run_1/metal_stack.png
Two of the layers only.
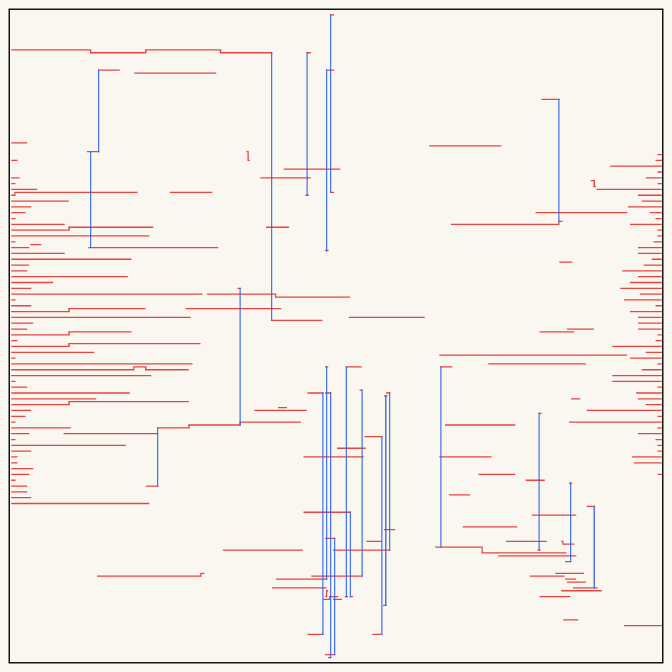
run_1/met3.png
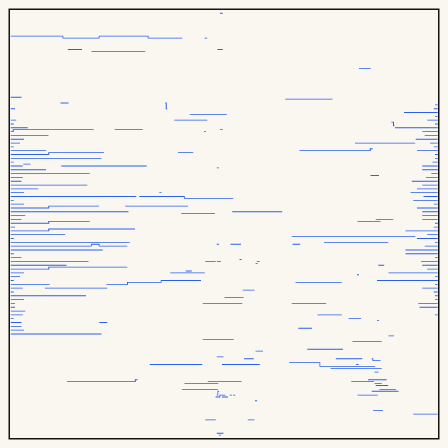
run_1/registers.png
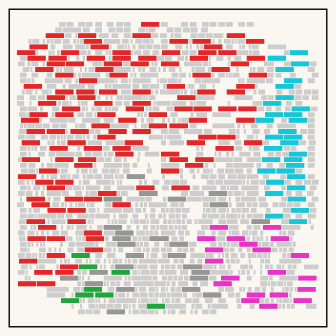
run_1/final_congestion.png
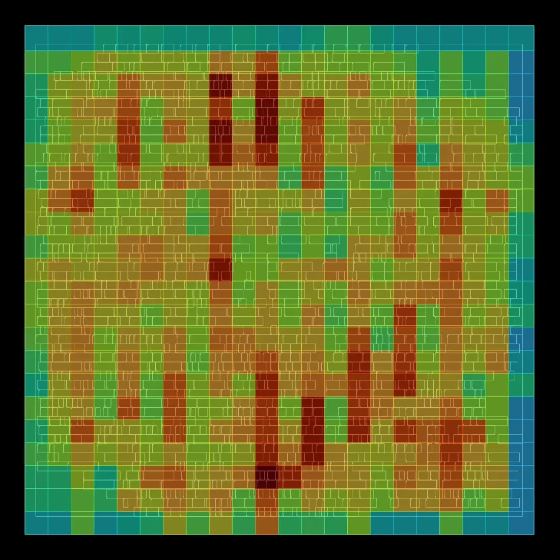
===== src/rtl/uart_cmd_sequencer.sv =====
// uart_cmd_sequencer: host-side command engine for the UART ALU.
// Frames one command (opcode, 0x00, LEN16, operands) out over AXI-stream.
// It then gathers a fixed-length response from AXI-stream and presents it as one word.
// A timeout ends response collection early.
// Optional macro UART_SEQ_CHECKSUM_EN appends an XOR checksum byte to each frame.
// Ports:
//   clk, rst (async, active-low)
//   cmd_*  : command handshake (opcode, operand count, packed operands)
//   tx_*   : AXI-stream master toward the UART transmitter
//   rx_*   : AXI-stream slave from the UART receiver
//   rsp_*  : response word handshake, with a timeout qualifier
//   busy_o : high in any state other than idle
module uart_cmd_sequencer #(
    parameter int DATA_WIDTH_P     = 8,
    parameter int MAX_OPERANDS_P   = 4,
    parameter int OPERAND_W_P      = 32,
    parameter int RESP_BYTES_P     = 4,
    parameter int TIMEOUT_CYCLES_P = 1000000
) (
    input  logic                                   clk,
    input  logic                                   rst,
    input  logic                                   cmd_valid_i,
    output logic                                   cmd_ready_o,
    input  logic [DATA_WIDTH_P-1:0]                cmd_opcode_i,
    input  logic [$clog2(MAX_OPERANDS_P+1)-1:0]    cmd_count_i,
    input  logic [MAX_OPERANDS_P*OPERAND_W_P-1:0] cmd_operands_i,
    output logic [DATA_WIDTH_P-1:0]                tx_tdata_o,
    output logic                                   tx_tvalid_o,
    input  logic                                   tx_tready_i,
    input  logic [DATA_WIDTH_P-1:0]                rx_tdata_i,
    input  logic                                   rx_tvalid_i,
    output logic                                   rx_tready_o,
    output logic                                   rsp_valid_o,
    input  logic                                   rsp_ready_i,
    output logic [RESP_BYTES_P*DATA_WIDTH_P-1:0]   rsp_data_o,
    output logic                                   rsp_timeout_o,
    output logic                                   busy_o
);

    localparam int DW = DATA_WIDTH_P;
    localparam int OB = OPERAND_W_P / DW;
    localparam int CW = $clog2(MAX_OPERANDS_P + 1);
    localparam int OW = MAX_OPERANDS_P * OPERAND_W_P;
    localparam int BW = $clog2(MAX_OPERANDS_P * OB + 4);
    localparam int RW = (RESP_BYTES_P > 1) ? $clog2(RESP_BYTES_P) : 1;
    localparam int TW = (TIMEOUT_CYCLES_P > 1) ? $clog2(TIMEOUT_CYCLES_P) : 1;
`ifdef UART_SEQ_CHECKSUM_EN
    localparam int CS = 1;
`else
    localparam int CS = 0;
`endif

    typedef enum logic [2:0] {
        S_IDLE,
        S_HDR,
        S_OPND,
        S_CSUM,
        S_WAIT,
        S_OUT
    } state_t;

    // State entered once the last header/operand byte has gone out.
`ifdef UART_SEQ_CHECKSUM_EN
    localparam state_t DATA_DONE = S_CSUM;
`else
    localparam state_t DATA_DONE = S_WAIT;
`endif

    state_t state_q, state_d;

    logic [DW-1:0]              opcode_q;
    logic [OW-1:0]              opnd_q;
    logic [BW-1:0]              nbytes_q;
    logic [BW-1:0]              cnt_q;
    logic [15:0]                len_q;
    logic [DW-1:0]              csum_q;
    logic [RW-1:0]              rx_idx_q;
    logic [TW-1:0]              tmo_q;
    logic [RESP_BYTES_P*DW-1:0] rsp_q;
    logic                       tmo_flag_q;

    logic [CW-1:0] count_eff;
    logic [15:0]   len_d;
    logic [BW-1:0] nbytes_d;
    logic          cmd_fire;
    logic          tx_fire;
    logic          rx_fire;
    logic          hdr_last;
    logic          opnd_last;
    logic          rx_last;
    logic          tmo_hit;

    assign count_eff = (int'(cmd_count_i) > MAX_OPERANDS_P) ?
                       CW'(MAX_OPERANDS_P) : cmd_count_i;
    // LEN is deliberately truncated to 16 bits.
    assign len_d     = 16'(4 + CS + int'(count_eff) * OB);
    assign nbytes_d  = BW'(int'(count_eff) * OB);

    assign cmd_ready_o   = (state_q == S_IDLE);
    assign busy_o        = (state_q != S_IDLE);
    assign rx_tready_o   = (state_q != S_OUT);
    assign rsp_valid_o   = (state_q == S_OUT);
    assign rsp_data_o    = rsp_q;
    assign rsp_timeout_o = tmo_flag_q;

    assign cmd_fire  = cmd_valid_i && cmd_ready_o;
    assign tx_fire   = tx_tvalid_o && tx_tready_i;
    assign rx_fire   = rx_tvalid_i && rx_tready_o;
    assign hdr_last  = (cnt_q == BW'(3));
    assign opnd_last = (cnt_q == nbytes_q - BW'(1));
    assign rx_last   = (rx_idx_q == RW'(RESP_BYTES_P - 1));
    assign tmo_hit   = (tmo_q == TW'(TIMEOUT_CYCLES_P - 1));

    always_ff @(posedge clk or negedge rst) begin
        if (!rst) begin
            state_q <= S_IDLE;
        end else begin
            state_q <= state_d;
        end
    end

    always_comb begin
        state_d     = state_q;
        tx_tvalid_o = 1'b0;
        tx_tdata_o  = '0;
        unique case (state_q)
            S_IDLE: begin
                if (cmd_fire) state_d = S_HDR;
            end
            S_HDR: begin
                tx_tvalid_o = 1'b1;
                unique case (cnt_q[1:0])
                    2'd0:    tx_tdata_o = opcode_q;
                    2'd1:    tx_tdata_o = '0;
                    2'd2:    tx_tdata_o = len_q[7:0];
                    default: tx_tdata_o = len_q[15:8];
                endcase
                if (tx_tready_i && hdr_last)
                    state_d = (nbytes_q == '0) ? DATA_DONE : S_OPND;
            end
            S_OPND: begin
                tx_tvalid_o = 1'b1;
                tx_tdata_o  = opnd_q[DW-1:0];
                if (tx_tready_i && opnd_last) state_d = DATA_DONE;
            end
            S_CSUM: begin
                tx_tvalid_o = 1'b1;
                tx_tdata_o  = csum_q;
                if (tx_tready_i) state_d = S_WAIT;
            end
            S_WAIT: begin
                if (rx_fire && rx_last) state_d = S_OUT;
                else if (tmo_hit)       state_d = S_OUT;
            end
            S_OUT: begin
                if (rsp_ready_i) state_d = S_IDLE;
            end
            default: state_d = S_IDLE;
        endcase
    end

    always_ff @(posedge clk or negedge rst) begin
        if (!rst) begin
            opcode_q   <= '0;
            opnd_q     <= '0;
            nbytes_q   <= '0;
            cnt_q      <= '0;
            len_q      <= '0;
            csum_q     <= '0;
            rx_idx_q   <= '0;
            tmo_q      <= '0;
            rsp_q      <= '0;
            tmo_flag_q <= 1'b0;
        end else begin
            if (cmd_fire) begin
                opcode_q   <= cmd_opcode_i;
                opnd_q     <= cmd_operands_i;
                nbytes_q   <= nbytes_d;
                len_q      <= len_d;
                cnt_q      <= '0;
                csum_q     <= '0;
                rx_idx_q   <= '0;
                tmo_q      <= '0;
                rsp_q      <= '0;
                tmo_flag_q <= 1'b0;
            end
            if (tx_fire) begin
                csum_q <= csum_q ^ tx_tdata_o;
                if (state_q == S_HDR) begin
                    cnt_q <= hdr_last ? '0 : cnt_q + BW'(1);
                end
                if (state_q == S_OPND) begin
                    cnt_q  <= cnt_q + BW'(1);
                    opnd_q <= opnd_q >> DW;
                end
            end
            if (state_q == S_WAIT) begin
                if (rx_fire) begin
                    rsp_q[int'(rx_idx_q)*DW +: DW] <= rx_tdata_i;
                    rx_idx_q <= rx_idx_q + RW'(1);
                    tmo_q    <= '0;
                end else begin
                    tmo_q <= tmo_q + TW'(1);
                end
                // A byte landing on the terminal count only rescues the
                // response when it is the final one.
                if (tmo_hit && !(rx_fire && rx_last)) tmo_flag_q <= 1'b1;
            end
        end
    end

endmodule


===== config.mk =====
export PLATFORM = sky130hd
export DESIGN_NAME = uart_cmd_sequencer
export DESIGN_NICKNAME = d
export VERILOG_FILES = /design/src/rtl/uart_cmd_sequencer.sv
export SDC_FILE = /design/constraint.sdc
export NUM_CORES = 1
export LEC_CHECK = 0
export CAP_MARGIN = 10
export CORE_MARGIN = 3
export CORE_UTILIZATION = 48
export CTS_CLUSTER_SIZE = 14
export DETAILED_ROUTE_END_ITERATION = 8
export PLACE_DENSITY = 0.75
export SLEW_MARGIN = 15
export SYNTH_ARGS = -nofsm -noshare
export SYNTH_HDL_FRONTEND = slang
export SYNTH_SLANG_ARGS = --single-unit

===== constraint.sdc =====
create_clock -name clk -period 2.1 [get_ports clk]
set_input_delay 0.63 -clock clk [delete_from_list [all_inputs] [get_ports clk]]
set_output_delay 0.63 -clock clk [all_outputs]
set_load 0.005 [all_outputs]

==> run_results.csv, run 1 <==
group,metric,value,unit
run_status,outcome,"finished, violations left",
run_status,violations,"negative setup slack",
global_routing,grt_max_degree,56,
clock_network,cts_tree,"done",
min_path,hp-class,"primary input to async pin",
logic_synthesis,topCombFamilyByArea,"AND-OR/OR-AND gates",
logic_synthesis,async_flop_share,100,%
global_routing,grt_pass1_vias,8552,
flow_run,cap_violations,0,
placement,post-place-ws,-0.287,ns
clock_network,cts_buffer_depth,3,
logic_synthesis,synth_cell_types,64,
final_timing,hold_viol_final,0,
critical_path,path_max_fanout,5,
power_and_ir_drop,p_per_area,1280,mW/mm2
final_timing,post-route-min-period,2.55,ns
floorplanning,fp_util,49.9,%
final_layout,fillerInstances,1410,
clock_network,path_clk_slew,0.06,ns
logic_synthesis,ys_cells,988,
power_and_ir_drop,p_leak,6.33,nW
final_timing,setup_viol,100,
final_layout,logic_area,0.00490,mm2
critical_path,r2r-start,"state_q[0]",
final_timing,setup_slack,-0.451,ns
power_and_ir_drop,p_total,0.0194,W
flow_run,warnings,35,
About metal_stack.png:
met3 -> red  # wire length 1890 um
met4 -> blue  # wire length 851 um
vias: 8688
routed wire length: 29800 um

About met3.png:
nets with wire on the layer = 174
wire length on this layer = 1890 um
longest straight run = 44.4 um
share of all routed wire = 6.3%
routing usage on met3: 5.71%

About registers.png:
`tmo_q` -> magenta  # flops 20, where lower right
`opcode_q` -> green  # flops 8, where lower left
`rsp_data_o` -> cyan  # flops 32
`opnd_q` -> red  # flops 128
not colored = 26
Flop area: 0.00536 mm2
fin util: 73.7%
Seq. pwr: 0.00681 W
fraction of area in registers: 35.3%

About final_congestion.png:
Top Usage Layer GRT: met2
gr usage total: 23.2%
GR Layer Usage met2: 38.7%
Routed wire per std cell: 18.9 um

==> run 1: stage by stage <==
| step | instances | cell area (um2) | utilization [%] | TNS (ns) |
|---|---|---|---|---|
| 6_report | 1575 | 15200 | 73.7 | -6.60 |
| 3_3_place_gp | 1470 | 13100 | 63.5 | -3.85 |
| 4_1_cts | 1542 | 14300 | 69.3 | -5.03 |
| 3_5_place_dp | 1470 | 13100 | 63.5 | -5.66 |
| 5_1_grt | 1575 | 15200 | 73.7 | -20.12 |
| 2_1_floorplan | 988 | 10300 | - | 0 |
==> run 1: where the power goes <==
part	switching, W	total, W	leakage, nW	internal (W)
registers	0.00112	0.00681	2.73	0.00569
clock network	0.00174	0.00448	0.420	0.00274
logic	0.00365	0.00813	3.18	0.00447
==> run 1: routing by layer <==
metal  GRT usage, %  wire [um]  vias up  share of wire, %
met5              0          0        -                 0
met2           38.7      14700      268                49
met4           6.96        850        0               2.9
met1           30.3      12400     4243                41
li1               -          -     4130                 -
met3           5.71       1890       47               6.3
==> run 1: how the worst max path moves through the flow <==
stage / startpoint / endpoint / slack (ns)
floorplan: cnt_q[0] / tx_tdata_o[3] / 0.16
global placement: cnt_q[0] / tx_tdata_o[2] / -0.25
detailed placement: cnt_q[0] / tx_tdata_o[4] / -0.29
CTS: cnt_q[1] / tx_tdata_o[4] / -0.48
global route: cnt_q[0] / tx_tdata_o[4] / -0.54
finish: cnt_q[1] / tx_tdata_o[4] / -0.45
==> run 1: worst max-delay path: stages, from the launching register on <==
cell	delay, ns
dfrtp_1	0.39
inv_2	0.06
ha_4	0.17
a221o_1	0.34
a32oi_2	0.25
nor2_1	0.07
buf_2	0.13
==> inputs of run 2 (changes only) <==
--- a/config.mk
+++ b/config.mk
@@ -5,12 +5,12 @@
 export SDC_FILE = /design/constraint.sdc
 export NUM_CORES = 1
 export LEC_CHECK = 0
-export CAP_MARGIN = 10
+export CAP_MARGIN = 20
 export CORE_MARGIN = 3
 export CORE_UTILIZATION = 48
-export CTS_CLUSTER_SIZE = 14
+export CTS_CLUSTER_SIZE = 24
 export DETAILED_ROUTE_END_ITERATION = 8
-export PLACE_DENSITY = 0.75
+export PLACE_DENSITY = 0.83
 export SLEW_MARGIN = 15
 export SYNTH_ARGS = -nofsm -noshare
 export SYNTH_HDL_FRONTEND = slang
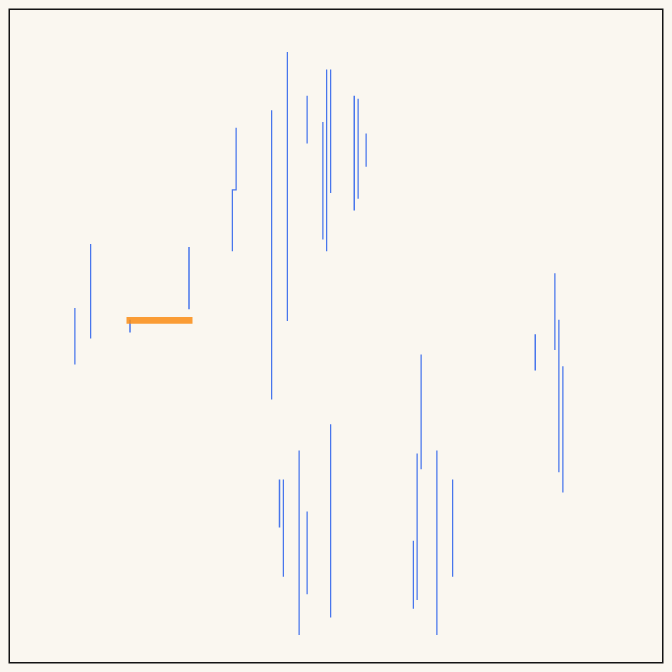
run_2/metal_stack.png
Two of the layers only.
met4 -> blue  # wire length 749 um
met5 -> orange  # wire length 13.8 um
gr usage total: 23.8%
routed wire length: 31000 um
vias: 8863

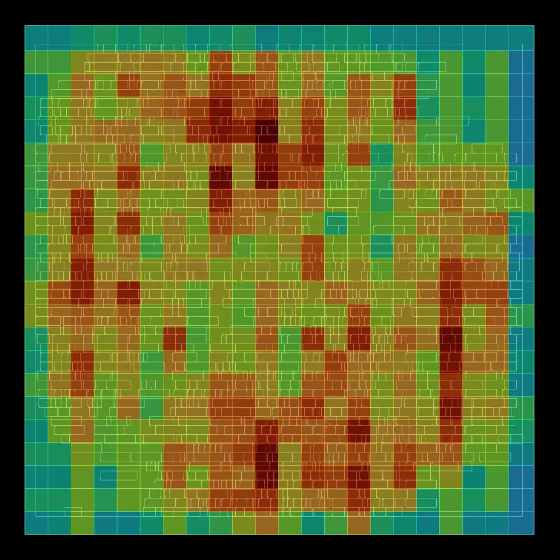
run_2/final_congestion.png
met1 usage: 30.4%
routing usage on met3: 5.11%
GR Layer Usage met2: 41.4%
fin util: 73.0%

==> run 2 against run 1 <==
Effect of this change: sequential power about the same; largest power group unchanged; via count increased by 2.0%; largest cell class unchanged; sequential cell count is the same; global-route usage is 0.61 points higher; critical path type unchanged; the flow still finishes with violations (negative setup slack); combinational power up 1%; non-clock buffer count decreased by 10; die area unchanged; critical endpoint is now tx_tdata_o[3]; clock power hardly changed; maximum frequency is 1.4% lower; register-to-register slack lost 0.34 ns.
==> run_results.csv, run 2 <==
group,metric,value,unit
run_status,outcome,"finished, violations left",
run_status,violations,"negative setup slack",
floorplanning,die_w,152,um
drt,routed_via_density,5.67,
global_routing,grt_pass1_vias,8772,
final_layout,insertedDiodeCount,0,
drt,wl_met1,12400,um
critical_path,reg2reg_to,"opnd_q[32]",
flow_run,cap_violations,0,
final_timing,hold_viol_final,0,
placement,dp_hpwl,19700,um
final_layout,fillerInstances,1322,
critical_path,path_max_fanout,3,
logic_synthesis,async_flop_share,100,%
final_timing,setup_viol,185,
power_and_ir_drop,p_leak,6.28,nW
drt,top_layer_used,"met5",
final_timing,setup_slack,-0.488,ns
final_layout,fin_cells,1563,
floorplanning,fp_util,49.9,%
logic_synthesis,ys_seq_share,52.0,%
placement,placedCellCount,1462,
clock_network,cts_max_level,1,
power_and_ir_drop,p_per_area,1300,mW/mm2
clock_network,cts_buffer_depth,3,
drt,met3_length,1950,um
min_path,hp-class,"primary input to async pin",
final_timing,post-route-min-period,2.59,ns
critical_path,crit_start,"state_q[1]",
drt,post_drt_wl_per_cell,19.8,um
clock_network,path_clk_slew,0.06,ns
logic_synthesis,ys_cells,988,
logic_synthesis,synth_cell_types,64,
drt,wl_met2,15900,um
global_routing,grt_max_degree,54,
global_routing,top_usage_layer,"met2",
power_and_ir_drop,p_total,0.0196,W
final_layout,top_register,"opnd_q",
logic_synthesis,yosysMostFrequentCell,"dfrtp_1",
clock_network,post_cts_resized,92,
critical_path,crit_path_end,"tx_tdata_o[3]",
critical_path,r2r-start,"state_q[1]",
placement,portBuffers,198,
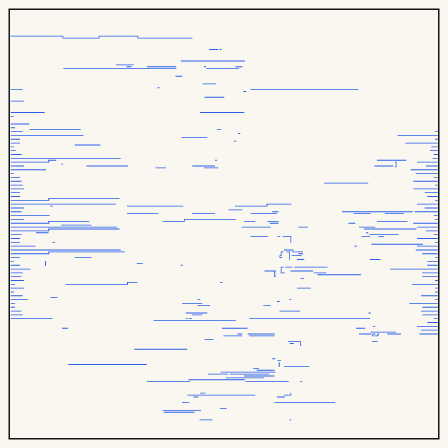
run_2/met3.png
share of all routed wire = 6.3%
longest straight run = 42.8 um

==> run 2: report_power, final <==
| group | total (W) | internal, W | leakage [nW] | switching [W] |
|---|---|---|---|---|
| registers | 0.00684 | 0.00569 | 2.73 | 0.00114 |
| clock network | 0.00449 | 0.00283 | 0.424 | 0.00166 |
| logic | 0.00823 | 0.00438 | 3.12 | 0.00385 |
==> run 2: cell families (layout without fill, tap and decap cells) <==
logic type,count (synthesis),after routing,synth area share [%]
DFF,214,214,52.0
adders and majority gates,12,12,1.46
muxes,129,129,12.6
xor gates and xnor gates,7,7,0.741
and+or+nand+nor,283,284,13.0
AOI/OAI and AO/OA,265,265,15.8
buffers and inverters,78,382,4.45
==> run 2: layout make-up <==
| class | instances | area, um2 | share of cell area (%) |
|---|---|---|---|
| flip-flops and latches | 214 | 5360 | 35.6 |
| clock inverters | 10 | 153 | 1.01 |
| clock buffers | 33 | 706 | 4.69 |
| multi-input cells | 697 | 4870 | 32.3 |
| inverters | 11 | 41.3 | 0.274 |
| repair buffers | 328 | 3590 | 23.8 |
| well taps | 270 | 338 | 2.24 |
==> run 2: per-stage QoR <==
step           TNS (ns)  area [um2]  hold WS, ns  utilization, %  setup slack, ns
2_1_floorplan         0       10300        0.334               -            0.161
3_3_place_gp      -4.49       13100        0.454            63.4           -0.271
3_5_place_dp      -9.54       13100        0.464            63.4           -0.373
4_1_cts           -3.69       14300        0.101            69.2           -0.438
5_1_grt          -53.43       15100        0.117            73.0           -0.555
6_report         -44.99       15100        0.106            73.0           -0.488
==> run 2: worst max-delay path, stage by stage (launching register included) <==
cell and delay (ns):
dfrtp_2 0.41, buf_4 0.16, buf_4 0.13, a221o_1 0.29, a32oi_2 0.28, nor2_1 0.06, buf_2 0.13
Power figures rest on the tool's default switching activity, not on a simulated workload.
